[config.mk]
export PLATFORM = sky130hd
export DESIGN_NAME = mem_port_arbiter
export DESIGN_NICKNAME = d
export VERILOG_FILES = /design/src/rtl/mem_port_arbiter_pkg.sv /design/src/rtl/mem_port_arbiter_starve_ctr.sv /design/src/rtl/mem_port_arbiter.sv
export SDC_FILE = /design/constraint.sdc
export NUM_CORES = 1
export LEC_CHECK = 0
export ABC_AREA = 1
export CAP_MARGIN = 25
export CORE_AREA = 2 2 203 205
export CTS_BUF_LIST = sky130_fd_sc_hd__clkbuf_8
export CTS_CLUSTER_SIZE = 10
export DETAILED_ROUTE_END_ITERATION = 8
export DIE_AREA = 0 0 205 207
export PLACE_DENSITY = 0.67
export SETUP_SLACK_MARGIN = 0.4
export SYNTH_ARGS = -nofsm -noshare
export SYNTH_HDL_FRONTEND = slang
export SYNTH_SLANG_ARGS = --single-unit
[constraint.sdc]
create_clock -name clk -period 1.6 [get_ports clk]
set_input_delay 0.32 -clock clk [delete_from_list [all_inputs] [get_ports clk]]
set_output_delay 0.32 -clock clk [all_outputs]
set_load 0.05 [all_outputs]
[src/rtl/mem_port_arbiter_pkg.sv]
// Shared types for the unified memory port arbiter.
// States, grant encoding and starve counter width.
package mem_arb_pkg;

  typedef enum logic [1:0] {
    IDLE,
    BUSY_IF,
    BUSY_D
  } arb_state_t;

  localparam int STARVE_W = 4;

  typedef enum logic {
    GNT_IF,
    GNT_D
  } arb_grant_t;

endpackage

[src/rtl/mem_port_arbiter_starve_ctr.sv]
// Saturating count of data grants won while fetch was waiting.
// at_max tells the arbiter to force the next fetch grant.
module arb_starve_ctr
  import mem_arb_pkg::*;
(
  input  logic                clk,
  input  logic                reset,
  input  logic                inc,
  input  logic                clr,
  input  logic [STARVE_W-1:0] max,
  output logic                at_max
);

  logic [STARVE_W-1:0] cnt;

  assign at_max = (cnt == max);

  always_ff @(posedge clk or negedge reset) begin
    if (!reset) begin
      cnt <= '0;
    end else if (clr) begin
      cnt <= '0;
    end else if (inc && !at_max) begin
      cnt <= cnt + 1'b1;
    end
  end

endmodule

[src/rtl/mem_port_arbiter.sv]
// Arbitrates IF and MEM requesters onto one memory port.
// Optional MEM_PORT_ARB_PERF_EN adds perf counters.
module mem_port_arbiter
  import mem_arb_pkg::*;
#(
  parameter int ADDR_W     = 64,
  parameter int DATA_W     = 64,
  parameter int MAX_STARVE = 4
) (
  input  logic              clk,
  input  logic              reset,
  input  logic              if_req,
  input  logic [ADDR_W-1:0] if_addr,
  output logic [DATA_W-1:0] if_rdata,
  output logic              if_done,
  input  logic              d_req,
  input  logic              d_we,
  input  logic [ADDR_W-1:0] d_addr,
  input  logic [DATA_W-1:0] d_wdata,
  output logic [DATA_W-1:0] d_rdata,
  output logic              d_done,
  output logic              mem_req,
  output logic              mem_we,
  output logic [ADDR_W-1:0] mem_addr,
  output logic [DATA_W-1:0] mem_wdata,
  input  logic [DATA_W-1:0] mem_rdata,
  input  logic              mem_done,
  output logic              stall_if,
  output logic              stall_mem
`ifdef MEM_PORT_ARB_PERF_EN
  ,
  output logic [31:0]       perf_conflict,
  output logic [31:0]       perf_forced,
  output logic [31:0]       perf_busy
`endif
);

  arb_state_t state, state_nx;
  arb_grant_t gnt;
  logic       gnt_vld;
  logic       if_v, d_v;
  logic       at_max;
  logic       st_inc, st_clr;

  // A requester whose done is high this cycle was already served.
  assign if_v = if_req & ~if_done;
  assign d_v  = d_req & ~d_done;

  assign stall_if  = if_req & ~if_done;
  assign stall_mem = d_req & ~d_done;

  assign st_inc = gnt_vld & (gnt == GNT_D) & if_req;
  assign st_clr = gnt_vld & (gnt == GNT_IF);

  arb_starve_ctr u_starve (
    .clk    (clk),
    .reset  (reset),
    .inc    (st_inc),
    .clr    (st_clr),
    .max    (STARVE_W'(MAX_STARVE)),
    .at_max (at_max)
  );

  always_ff @(posedge clk or negedge reset) begin
    if (!reset) state <= IDLE;
    else        state <= state_nx;
  end

  always_comb begin
    state_nx = state;
    unique case (state)
      IDLE: begin
        if (gnt_vld)
          state_nx = (gnt == GNT_IF) ? BUSY_IF : BUSY_D;
      end
      BUSY_IF,
      BUSY_D: begin
        if (mem_done) state_nx = IDLE;
      end
      default: state_nx = IDLE;
    endcase
  end

  always_comb begin
    gnt     = GNT_D;
    gnt_vld = 1'b0;
    if (state == IDLE) begin
      unique case (1'b1)
        if_v & (~d_v | at_max): begin
          gnt     = GNT_IF;
          gnt_vld = 1'b1;
        end
        d_v & ~(if_v & at_max): begin
          gnt     = GNT_D;
          gnt_vld = 1'b1;
        end
        default: ;
      endcase
    end
  end

  always_ff @(posedge clk or negedge reset) begin
    if (!reset) begin
      mem_req   <= 1'b0;
      mem_we    <= 1'b0;
      mem_addr  <= '0;
      mem_wdata <= '0;
      if_rdata  <= '0;
      d_rdata   <= '0;
      if_done   <= 1'b0;
      d_done    <= 1'b0;
    end else begin
      if_done <= 1'b0;
      d_done  <= 1'b0;
      unique case (state)
        IDLE: begin
          if (gnt_vld && gnt == GNT_IF) begin
            mem_req   <= 1'b1;
            mem_we    <= 1'b0;
            mem_addr  <= if_addr;
            mem_wdata <= '0;
          end else if (gnt_vld) begin
            mem_req   <= 1'b1;
            mem_we    <= d_we;
            mem_addr  <= d_addr;
            mem_wdata <= d_wdata;
          end
        end
        BUSY_IF: begin
          if (mem_done) begin
            mem_req  <= 1'b0;
            if_done  <= 1'b1;
            if_rdata <= mem_rdata;
          end
        end
        BUSY_D: begin
          if (mem_done) begin
            mem_req <= 1'b0;
            d_done  <= 1'b1;
            if (!mem_we) d_rdata <= mem_rdata;
          end
        end
        default: ;
      endcase
    end
  end

`ifdef MEM_PORT_ARB_PERF_EN
  always_ff @(posedge clk or negedge reset) begin
    if (!reset) begin
      perf_conflict <= '0;
      perf_forced   <= '0;
      perf_busy     <= '0;
    end else begin
      if (state == IDLE && if_req && d_req)
        perf_conflict <= perf_conflict + 1'b1;
      if (st_clr && d_v)
        perf_forced <= perf_forced + 1'b1;
      if (state != IDLE)
        perf_busy <= perf_busy + 1'b1;
    end
  end
`endif

endmodule

**Routing congestion map**

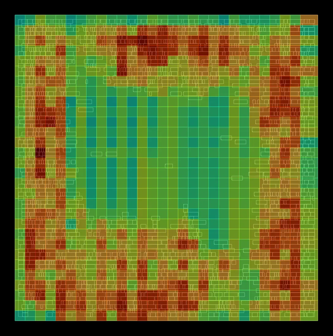
busiest layer in global routing: met2
grt met2 use: 0.3649
met1 GRT Util: 0.2407
met3 track demand over resource in global routing: 0.05459

**Signal wires by layer**

Drawn at 2 px/um. Two of the layers only.
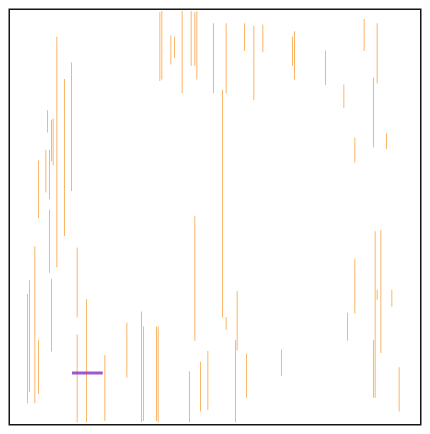
legend:
  orange:
    layer: metal 4
    wire_length: 2200 um
  purple:
    layer: metal 5
    wire_length: 13.8 um

**Where the registers sit**

Drawn at 2 px/um. Other sequential cells in the stronger gray, the rest of the logic in the fainter gray.
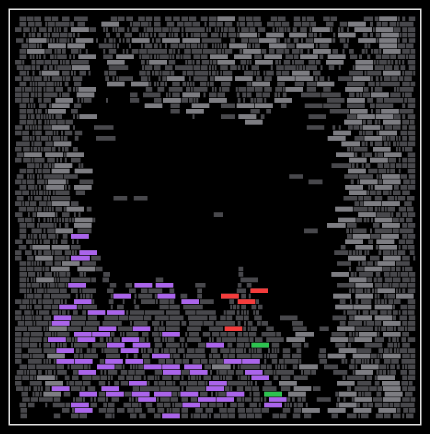
legend:
  red:
    netlist_name: u_starve.cnt
    sequential_cells: 4
  green:
    netlist_name: state
    sequential_cells: 2
  purple:
    netlist_name: mem_wdata
    sequential_cells: 64
not colored: 196

**Signal wires on met1**

Drawn at 3 px/um. Supply wires on this layer in gray.
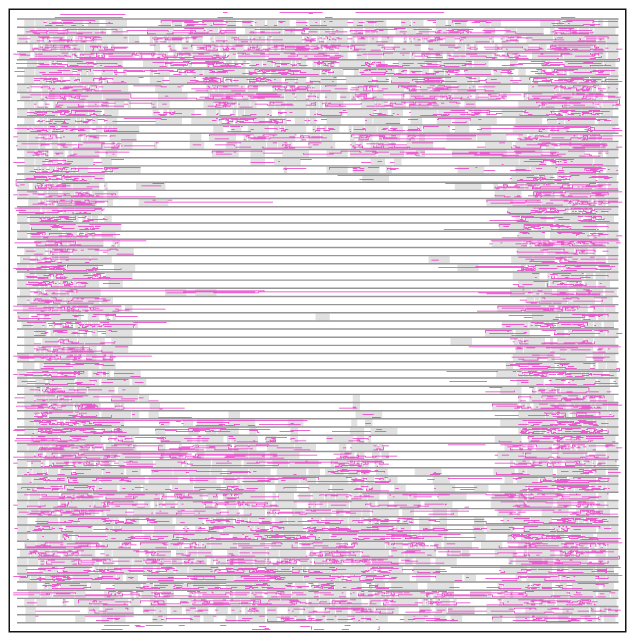
longest straight run: 118 um
wire length on this layer: 19100 um
main direction: horizontal

==> impl_metrics.ini <==
; physical design summary
[status]
result_of_the_run = finished with violations
failed_checks = setup timing

[clock_network]
cts_hold_buf = 1
numCtsBuffers = 44
clk_path_buf_depth = 3
path_clk_slew_ps = 70
post-cts-setup-buffers = 79

[timing]
final_setup_fails = 139
max_slew.worst_pin.slew_ps = 471.0
fin_hold_ws_ps = 173.2
fin_crit_sh = 1.137
setup_ws_ps = -218.5

[grt]
globalRoute.totalOverflow = 0
grt_util_all_layers = 0.2094

[routing]
wirelength_met1_um = 19060
routed_length_on_met2_um = 26490
routed-via-count = 12530
drt_iter0_markers = 744
wirelength_um = 51590
route.detailed.vias_per_inst = 4.655

[die]
fp.dieH_um = 207
core_area_sq_um = 40370
tap-cell-count = 532

[run]
max_cap_violations = 0

[placed_design]
portBuffers = 523
placedInstanceArea_sq_um = 17640

[pwr]
power_sequential_mw = 13.1
clock_network_power_mw = 5.91
net-switching-power_mw = 28.36
intPower_mw = 29.83

[worst_setup_path]
startpoint_type = flop
timing.critical_path.cells = inv_2, ha_4, nand3_2, nand2_2, nand3_4, buf_8, buf_12, buf_16, buf_12, buf_16, nand3_2, nand2_1
critical_path_required_ps = 2070
critical_path_slowest_stage_cell = sky130_fd_sc_hd__dfrtp_1
cp.depth = 12

[final_layout]
non_clock_buffering_overhead_in_the_final_layout = 0.4064
finish.cell_count_without_fillers = 2692
syn2layout_area_growth_pct = 108.1
ff_latch_area_sq_um = 6666
layout.nets = 2398

[logic_synthesis]
arithmetic_cell_share_of_the_synthesized_area_counting_full_adders_half_adders_and_majority_gates = 0.006641
aoi_share = 0.06021
synth_top_flop_cell = sky130_fd_sc_hd__dfrtp_1
ys_async_sr_fraction = 1.000
mux_area_frac = 0
most_frequent_cells_after_synthesis = sky130_fd_sc_hd__nand2_1 (656), sky130_fd_sc_hd__dfrtp_1 (266), sky130_fd_sc_hd__inv_1 (142)
synth.cell_area_sq_um = 11300
ys_sh_xor = 0
edf_count = 0
